===== src/rtl/mat_pkg.sv =====
// Shared types and element-offset helpers for the mat_mul stream front end.
package mat_pkg;

    localparam int EXP_WIDTH_DEF = 8;
    localparam int MAN_WIDTH_DEF = 23;

    // Width of one float word: sign, exponent and mantissa.
    function automatic int float_width(input int exp_w, input int man_w);
        return 1 + exp_w + man_w;
    endfunction

    localparam int FW = float_width(EXP_WIDTH_DEF, MAN_WIDTH_DEF);

    // Width of a flat matrix bus holding rows*cols float words.
    function automatic int mat_width(input int rows, input int cols, input int fw = FW);
        return rows * cols * fw;
    endfunction

    // LSB of element (r,c) in a row-major flat bus with 'cols' columns.
    function automatic int mat_lsb(input int r, input int c, input int cols, input int fw = FW);
        return (r * cols + c) * fw;
    endfunction

    // Counter width able to hold 0..n-1; never narrower than one bit.
    function automatic int idx_width(input int n);
        return (n > 1) ? $clog2(n) : 1;
    endfunction

    typedef enum logic [1:0] {
        LOAD_A,
        LOAD_B,
        WAIT,
        DRAIN
    } mat_io_state_t;

endpackage


===== src/rtl/mat_flat_unpack.sv =====
// Selects one float word out of a row-major flat matrix bus by linear index.
module mat_flat_unpack
    import mat_pkg::*;
#(
    parameter int ROWS   = 4,
    parameter int COLS   = 4,
    parameter int ELEM_W = 32,
    parameter int IDX_W  = 4
) (
    input  logic [mat_width(ROWS, COLS, ELEM_W)-1:0] flat,
    input  logic [IDX_W-1:0]                         idx,
    output logic [ELEM_W-1:0]                        elem
);

    // Index-to-slice mux; indices past the last element read as zero.
    always_comb begin
        elem = '0;
        for (int r = 0; r < ROWS; r++) begin
            for (int c = 0; c < COLS; c++) begin
                if (int'(idx) == r * COLS + c) begin
                    elem = flat[mat_lsb(r, c, COLS, ELEM_W) +: ELEM_W];
                end
            end
        end
    end

endmodule


===== src/rtl/mat_stream_io.sv =====
// Stream front end for mat_mul: packs incoming float words into the mat1/mat2
// operand buses, waits out the multiplier latency, captures matr and replays
// it row-major on a valid/ready output stream.
//
//   state  | meaning
//   -------+-------------------------------------------------------------
//   LOAD_A | accepting mat1 words, row-major, idx = element being written
//   LOAD_B | accepting mat2 words, row-major, idx = element being written
//   WAIT   | operands stable, wcnt counts edges until matr is valid
//   DRAIN  | presenting result word idx; advances on each output transfer
module mat_stream_io
    import mat_pkg::*;
#(
    parameter  int I           = 4,
    parameter  int J           = 4,
    parameter  int K           = 4,
    parameter  int EXP_WIDTH   = 8,
    parameter  int MAN_WIDTH   = 23,
    parameter  int MUL_LATENCY = 1,
    localparam int ELEM_W      = float_width(EXP_WIDTH, MAN_WIDTH)
) (
    input  logic                                 clk,
    input  logic                                 rst,
    input  logic                                 in_valid,
    output logic                                 in_ready,
    input  logic [ELEM_W-1:0]                    in_data,
    output logic [mat_width(I, J, ELEM_W)-1:0]   mat1,
    output logic [mat_width(J, K, ELEM_W)-1:0]   mat2,
    input  logic [mat_width(I, K, ELEM_W)-1:0]   matr,
    output logic                                 out_valid,
    input  logic                                 out_ready,
    output logic [ELEM_W-1:0]                    out_data,
    output logic                                 out_last
);

    localparam int NA     = I * J;
    localparam int NB     = J * K;
    localparam int NR     = I * K;
    localparam int N_MAX  = (NA > NB) ? ((NA > NR) ? NA : NR) : ((NB > NR) ? NB : NR);
    localparam int IDX_W  = idx_width(N_MAX);
    localparam int WCNT_W = idx_width(MUL_LATENCY);

    localparam logic [IDX_W-1:0]  IDX_LAST_A = IDX_W'(NA - 1);
    localparam logic [IDX_W-1:0]  IDX_LAST_B = IDX_W'(NB - 1);
    localparam logic [IDX_W-1:0]  IDX_LAST_R = IDX_W'(NR - 1);
    localparam logic [WCNT_W-1:0] WCNT_LAST  = WCNT_W'(MUL_LATENCY - 1);

    mat_io_state_t                       state_q, state_d;
    logic [IDX_W-1:0]                    idx_q, idx_d;
    logic [WCNT_W-1:0]                   wcnt_q, wcnt_d;
    logic [mat_width(I, J, ELEM_W)-1:0]  mat1_q, mat1_d;
    logic [mat_width(J, K, ELEM_W)-1:0]  mat2_q, mat2_d;
    logic [mat_width(I, K, ELEM_W)-1:0]  res_q, res_d;
    logic                                out_valid_q, out_valid_d;
    logic [ELEM_W-1:0]                   res_elem;
    logic                                in_xfer;
    logic                                out_xfer;
    logic                                idx_at_last_r;

    // Ready is a function of state (and reset) only, never of in_valid.
    assign in_ready      = !rst && ((state_q == LOAD_A) || (state_q == LOAD_B));
    assign in_xfer       = in_valid && in_ready;
    assign out_xfer      = out_valid_q && out_ready;
    assign idx_at_last_r = (idx_q == IDX_LAST_R);

    mat_flat_unpack #(
        .ROWS   (I),
        .COLS   (K),
        .ELEM_W (ELEM_W),
        .IDX_W  (IDX_W)
    ) u_unpack (
        .flat (res_q),
        .idx  (idx_q),
        .elem (res_elem)
    );

    // Next-state, index and operand/result register updates.
    always_comb begin
        state_d     = state_q;
        idx_d       = idx_q;
        wcnt_d      = wcnt_q;
        mat1_d      = mat1_q;
        mat2_d      = mat2_q;
        res_d       = res_q;
        out_valid_d = out_valid_q;

        case (state_q)
            LOAD_A: begin
                if (in_xfer) begin
                    mat1_d[int'(idx_q) * ELEM_W +: ELEM_W] = in_data;
                    if (idx_q == IDX_LAST_A) begin
                        idx_d   = '0;
                        state_d = LOAD_B;
                    end else begin
                        idx_d = idx_q + IDX_W'(1);
                    end
                end
            end

            LOAD_B: begin
                if (in_xfer) begin
                    mat2_d[int'(idx_q) * ELEM_W +: ELEM_W] = in_data;
                    if (idx_q == IDX_LAST_B) begin
                        idx_d   = '0;
                        wcnt_d  = '0;
                        state_d = WAIT;
                    end else begin
                        idx_d = idx_q + IDX_W'(1);
                    end
                end
            end

            WAIT: begin
                // Capture lands MUL_LATENCY edges after the final mat2 write.
                if (wcnt_q == WCNT_LAST) begin
                    res_d       = matr;
                    out_valid_d = 1'b1;
                    idx_d       = '0;
                    state_d     = DRAIN;
                end else begin
                    wcnt_d = wcnt_q + WCNT_W'(1);
                end
            end

            DRAIN: begin
                if (out_xfer) begin
                    if (idx_at_last_r) begin
                        out_valid_d = 1'b0;
                        idx_d       = '0;
                        state_d     = LOAD_A;
                    end else begin
                        idx_d = idx_q + IDX_W'(1);
                    end
                end
            end

            default: begin
                state_d     = LOAD_A;
                idx_d       = '0;
                out_valid_d = 1'b0;
            end
        endcase
    end

    // State and datapath registers with synchronous reset.
    always_ff @(posedge clk) begin
        if (rst) begin
            state_q     <= LOAD_A;
            idx_q       <= '0;
            wcnt_q      <= '0;
            mat1_q      <= '0;
            mat2_q      <= '0;
            res_q       <= '0;
            out_valid_q <= 1'b0;
        end else begin
            state_q     <= state_d;
            idx_q       <= idx_d;
            wcnt_q      <= wcnt_d;
            mat1_q      <= mat1_d;
            mat2_q      <= mat2_d;
            res_q       <= res_d;
            out_valid_q <= out_valid_d;
        end
    end

    // Output data is zeroed whenever nothing is being presented, so it only
    // moves with idx during DRAIN and holds while out_ready is low.
    assign mat1      = mat1_q;
    assign mat2      = mat2_q;
    assign out_valid = out_valid_q;
    assign out_data  = out_valid_q ? res_elem : '0;
    assign out_last  = out_valid_q && idx_at_last_r;

endmodule

===== config.mk =====
export PLATFORM = sky130hd
export DESIGN_NAME = mat_stream_io
export DESIGN_NICKNAME = d
export VERILOG_FILES = /design/src/rtl/mat_pkg.sv /design/src/rtl/mat_flat_unpack.sv /design/src/rtl/mat_stream_io.sv
export SDC_FILE = /design/constraint.sdc
export NUM_CORES = 2
export LEC_CHECK = 0
export ABC_CLOCK_PERIOD_IN_PS = 4700
export CAP_MARGIN = 20
export CELL_PAD_IN_SITES_DETAIL_PLACEMENT = 2
export CELL_PAD_IN_SITES_GLOBAL_PLACEMENT = 2
export CORE_AREA = 10 10 627 629
export CTS_BUF_LIST = sky130_fd_sc_hd__clkbuf_4 sky130_fd_sc_hd__clkbuf_8
export CTS_CLUSTER_SIZE = 24
export DETAILED_ROUTE_END_ITERATION = 16
export DIE_AREA = 0 0 637 639
export GPL_TIMING_DRIVEN = 0
export PLACE_DENSITY_LB_ADDON = 0.15
export SYNTH_ARGS = -nofsm -noshare
export SYNTH_HDL_FRONTEND = slang
export SYNTH_HIERARCHICAL = 1
export SYNTH_SLANG_ARGS = --single-unit
export TNS_END_PERCENT = 50

===== constraint.sdc =====
create_clock -name clk -period 4.7 [get_ports clk]
set_clock_uncertainty 0.2 [all_clocks]
set_input_delay 0.705 -clock clk [delete_from_list [all_inputs] [get_ports clk]]
set_output_delay 0.705 -clock clk [all_outputs]
set_load 0.1 [all_outputs]

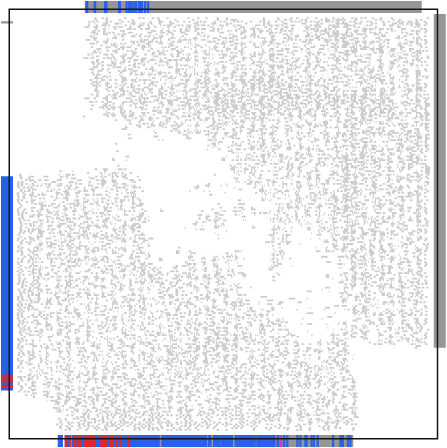
pins.png
Pins as bars across the die edge, other pins in gray.
Key: red = out_data [pins 32, direction output, edge 27 south, 5 west]; blue = matr [pins 512, direction input, edge 262 south, 229 west, 21 north]; magenta = out_last [pins 1, direction output, edge south]

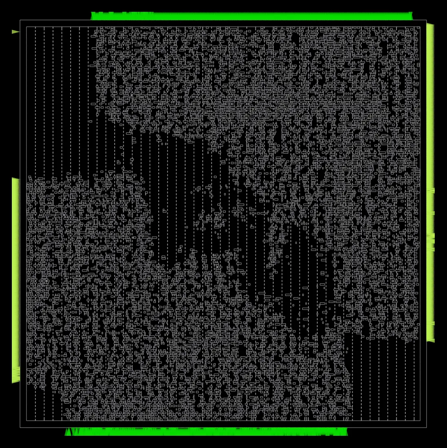
final_placement.png
fraction of area in registers: 30.1%
FP Rows: 227
count of sequential standard cells: 1543
post-layout instance count excluding filler cells: 14200
well tap count: 5038

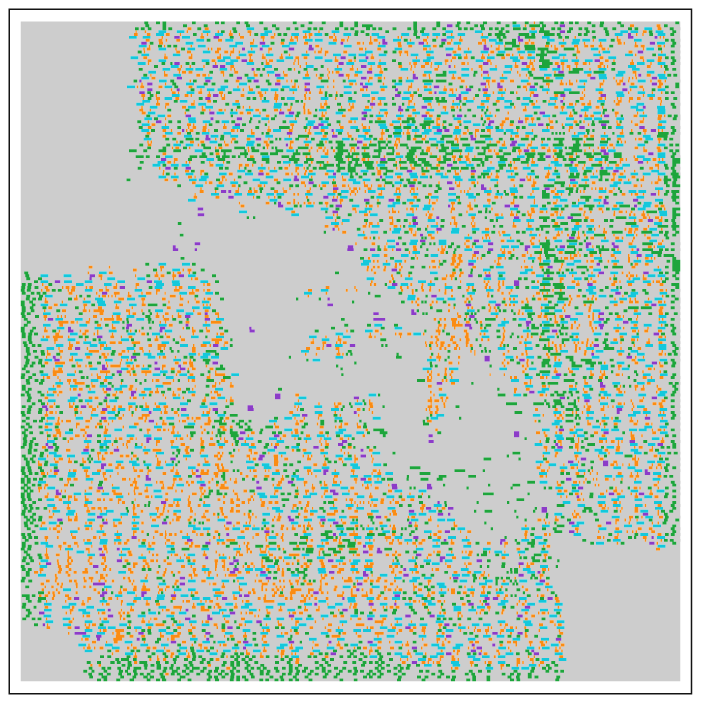
cell_classes.png
Fill, decap, tap and diode cells in gray.
Key: orange = all other logic [cells 4232, share of their area 30%]; green = other buffers and delay cells [cells 2769, share of their area 31%]; cyan = flip-flops [cells 1543, share of their area 32%]; purple = clock drivers and dummy loads [cells 536, share of their area 6.8%]

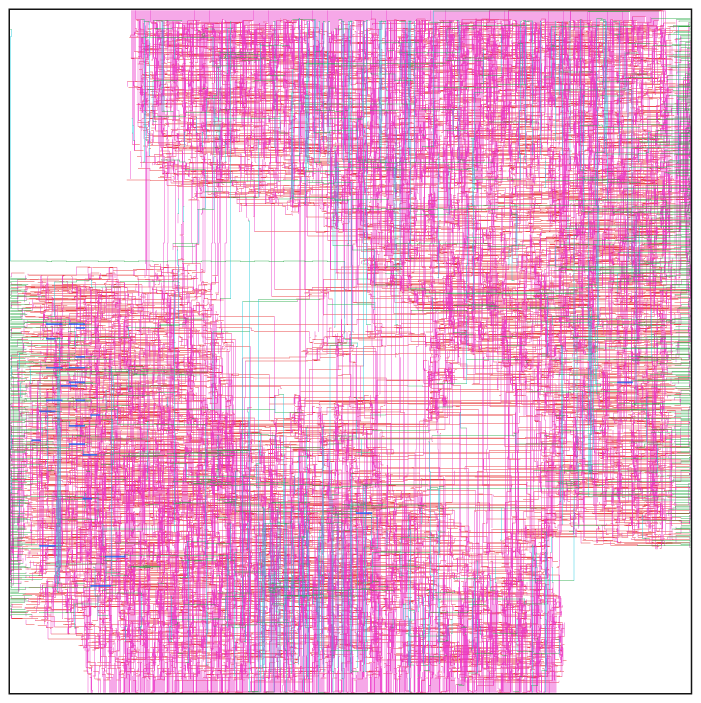
metal_stack.png
Key: cyan = met4 [wire length 24.5 mm]; red = met1 [wire length 195 mm]; green = met3 [wire length 23.3 mm]; blue = met5 [wire length 277 um]; magenta = met2 [wire length 262 mm]
average routed wire per standard cell: 35.7 um
total track usage: 23.6%
number of vias in the routed layout: 60900
routed wire length: 506 mm

==> notes.md <==
- **number of synthesized flops with an enable pin** 0
- **Placeable Area** 381000 um^2
- **H-tree level count** 5
- **leading cell types by total area after synthesis** dfxtp_1, mux2i_1, nand2_1
- **post-route worst setup slack** -0.00256 ns
- **number of cells in Yosys stat** 6303
- **maximum number of pins on one net before global-route repair** 14
- **number of fillers in the final layout** 41900
- **antenna violations before repair** 154
- **worst hold margin** 0.105 ns
- **remaining routing DRC violations** 0
- **Final TNS setup** -0.00256 ns
- **post-layout minimum cycle time** 4.70 ns
- **critical path capture point type** output pin
- **area reported by Yosys stat** 61400 um^2
- **drt initial violations** 3288
- **total length of routed met2 wires** 262 mm
- **Worst Max-Slew Pin Slew** 1.22 ns
- **Clock Root Buffer** clkbuf_8
- **area fraction of the dominant cell type after synthesis** 50.3%
- **fraction of layout instances using a drive strength above 1** 15.6%
- **reported max-cap violation count** 0
- **placer congestion estimate** 0.875
- **mean instance size in the synthesized netlist** 9.75 um^2
- **cell area power density** 327 nW/um^2
- **Worst Path Required** 3.80 ns
- **synthesis warning total** 6
- **setup repair after global routing missed its margin** yes
- **Worst Path Arrival** 3.80 ns
- **crit-path cells** buf_6 -> buf_6 -> and3b_2 -> a222oi_1 -> o31ai_1 -> a31oi_2 -> and2_4 -> buf_12
- **routed wl met3** 23.3 mm
- **total nets after synthesis** 6858
- **run status** finished with violations
- **critical path type** flop to output pin
- **cell occurring most often along the worst timing path** buf_6
- **cells after synthesis** 6303
- **net total in the final layout** 9428
- **TritonCTS clock tree** built
- **clock sink count** 1543
- **antenna violation net count after detailed routing** 0
- **worst max-slew margin expressed relative to the limit** 18.5%
- **Peak Freq** 213 MHz
- **number of placed cells counting well taps** 13300
- **maximum fanout encountered on the critical timing path** 10
- **# IOs** 1607
- **most frequent cells after synthesis** dfxtp_1, mux2i_1, nand2_1
- **cells on worst reg2reg path** 11
- **first-pass GRT wire length** 653 mm
- **clock-pin slew reported for the worst setup and hold paths after clock tree synthesis** 0.06 ns
- **failing checks** negative setup slack
- **via count of the first global-routing pass** 66100
- **mean number of vias per cell** 4.30
- **Die Area** 407000 um^2
- **start of the worst register-to-register path** idx_q[0]
- **total standard cell area after synthesis** 61400 um^2
- **Reg2Reg Setup Slack** 0.52 ns
- **capture point of the critical path** out_data[3]
- **leading cell type by number of instances after synthesis** dfxtp_1
- **startpoint of the most critical setup path** idx_q[2]
- **final clock period utilization by the worst path** 100%
- **warning total across the stage logs** 33
- **Area growth, synth to finish** 67.0%
- **dominant register cell** dfxtp_1
- **starting density of the core** 16.1%
- **CTS Buffer Depth** 4
- **number of optimization iterations in the first detailed-route pass** 5
- **Hold Vio Cnt, Final** 0
- **Seq/Total Area, Yosys** 50.3%
- **cell taking the most area after synthesis** dfxtp_1
- **Setup violations, final** 1
- **crit path launch type** flop
- **worst hold-check path type** input pin to flop
- **clock buffers created by TritonCTS** 327
- **Clock Latency Late Sink** 1.05 ns
- **die span in y** 639 um
- **worst vdd ir** 0.178 mV
- **cell with the largest stage delay on the worst path** a222oi_1
- **leftover overflow at the end of global routing** 0
- **flip-flop and latch count after synthesis** 1543
- **Top Layer Used** met5
- **Largest stage delay, worst path** 0.70 ns
- **ys async rst share** 0%
- **detailed-route wire length on metal 1** 195 mm
- **Die W** 637 um
- **Final Max-Slew Violation Tally** 0
- **total leakage power** 40.6 nW
- **count of unique library cells instantiated by Yosys** 69
- **Crit Reg-Reg Endpoint** mat2[306]
- **buffers added on ports** 1605
- **HPWL reported at the end of detailed placement** 418 mm
## metal layers
layer | global-route usage, % | up-vias
li1 | - | 26800
met5 | 0 | -
met1 | 26.0 | 31300
met3 | 4.56 | 815
met4 | 9.59 | 46
met2 | 44.1 | 1964
## through the flow
step	area (um^2)	power (mW)	worst slack (ns)	util (%)
after floorplan	61400	15.5	1.02	-
after global placement	83800	17.8	-2.29	22.0
after detailed placement	91900	18.0	-1.43	24.1
after CTS	102000	34.1	-0.194	26.8
after global routing	103000	34.8	-0.0716	26.9
final	103000	33.6	-0.00256	26.9
## worst max-delay path, delay by kind of cell, from the launching register on
kind                   cells  cell delay, ns
buffers and inverters      3            0.52
AND-OR/OR-AND              3            1.26
AND/OR/NAND/NOR            2            0.53
flip-flops                 1            0.41
## cell families after synthesis
group / after synthesis / share of synthesized area, %
muxes: 1536 / 25.5
adders and majority gates: 7 / 0.143
and+or+nand+nor: 2118 / 14.5
xor gates and xnor gates: 1 / 0.0143
buffers and inverters: 583 / 4.13
DFF: 1543 / 50.3
AOI/OAI and AO/OA: 515 / 5.40
## placed cells by master (no fill, tap or decap), types with 55 or more instances in the layout
master,instances
a21oi_1,130
buf_1,56
buf_12,245
buf_16,128
buf_2,103
buf_4,98
clkbuf_1,256
clkbuf_4,111
clkbuf_8,393
clkdlybuf4s50_1,1558
dfxtp_1,1539
dlygate4sd3_1,216
mux2i_1,1497
nand2_1,1227
nand3_1,87
nand3b_1,55
nand4_1,72
nor2_1,539
o21ai_0,138
## timing repair
item                                    CTS  global route
hold endpoints to repair                216             0
hold buffers                            216             0
gates resized                           467            23
endpoints found under the setup margin  101            22
cloned                                    0             0
setup buffers                            43             0
pin swaps                                18             8
## flip-flops by register name, indices dropped and copies added (netlist names)
signal     count
state_q        2
mat1         512
mat2         512
out_valid      1
res_q        512
idx_q          4
## final cells by class
cell class	instances	area, um^2	share of cell area [%]
flip-flops and latches	1543	30900	30.1
repair buffers	2247	26900	26.2
well taps	5038	6300	6.14
clock buffers	490	6100	5.94
plain buffers	522	2740	2.67
clock inverters	46	438	0.427
multi-input cells	4177	28900	28.1
diodes	48	120	0.117
inverters	55	206	0.201
## how the worst min path moves through the flow
stage | startpoint | end | cells after the start
detailed placement | mat1[131] | mat1[131] | 2
global placement | mat2[335] | mat2[335] | 2
global route | matr[3] | res_q[3] | 3
CTS | matr[99] | res_q[99] | 3
floorplan | res_q[20] | res_q[20] | 2
finish | matr[237] | res_q[237] | 3
## where the power goes
group	switching, mW	internal [mW]
combinational	3.12	1.65
clock	6.94	8.41
sequential	0.170	13.3
No activity file was given, so power comes from the tool's default toggle rates.
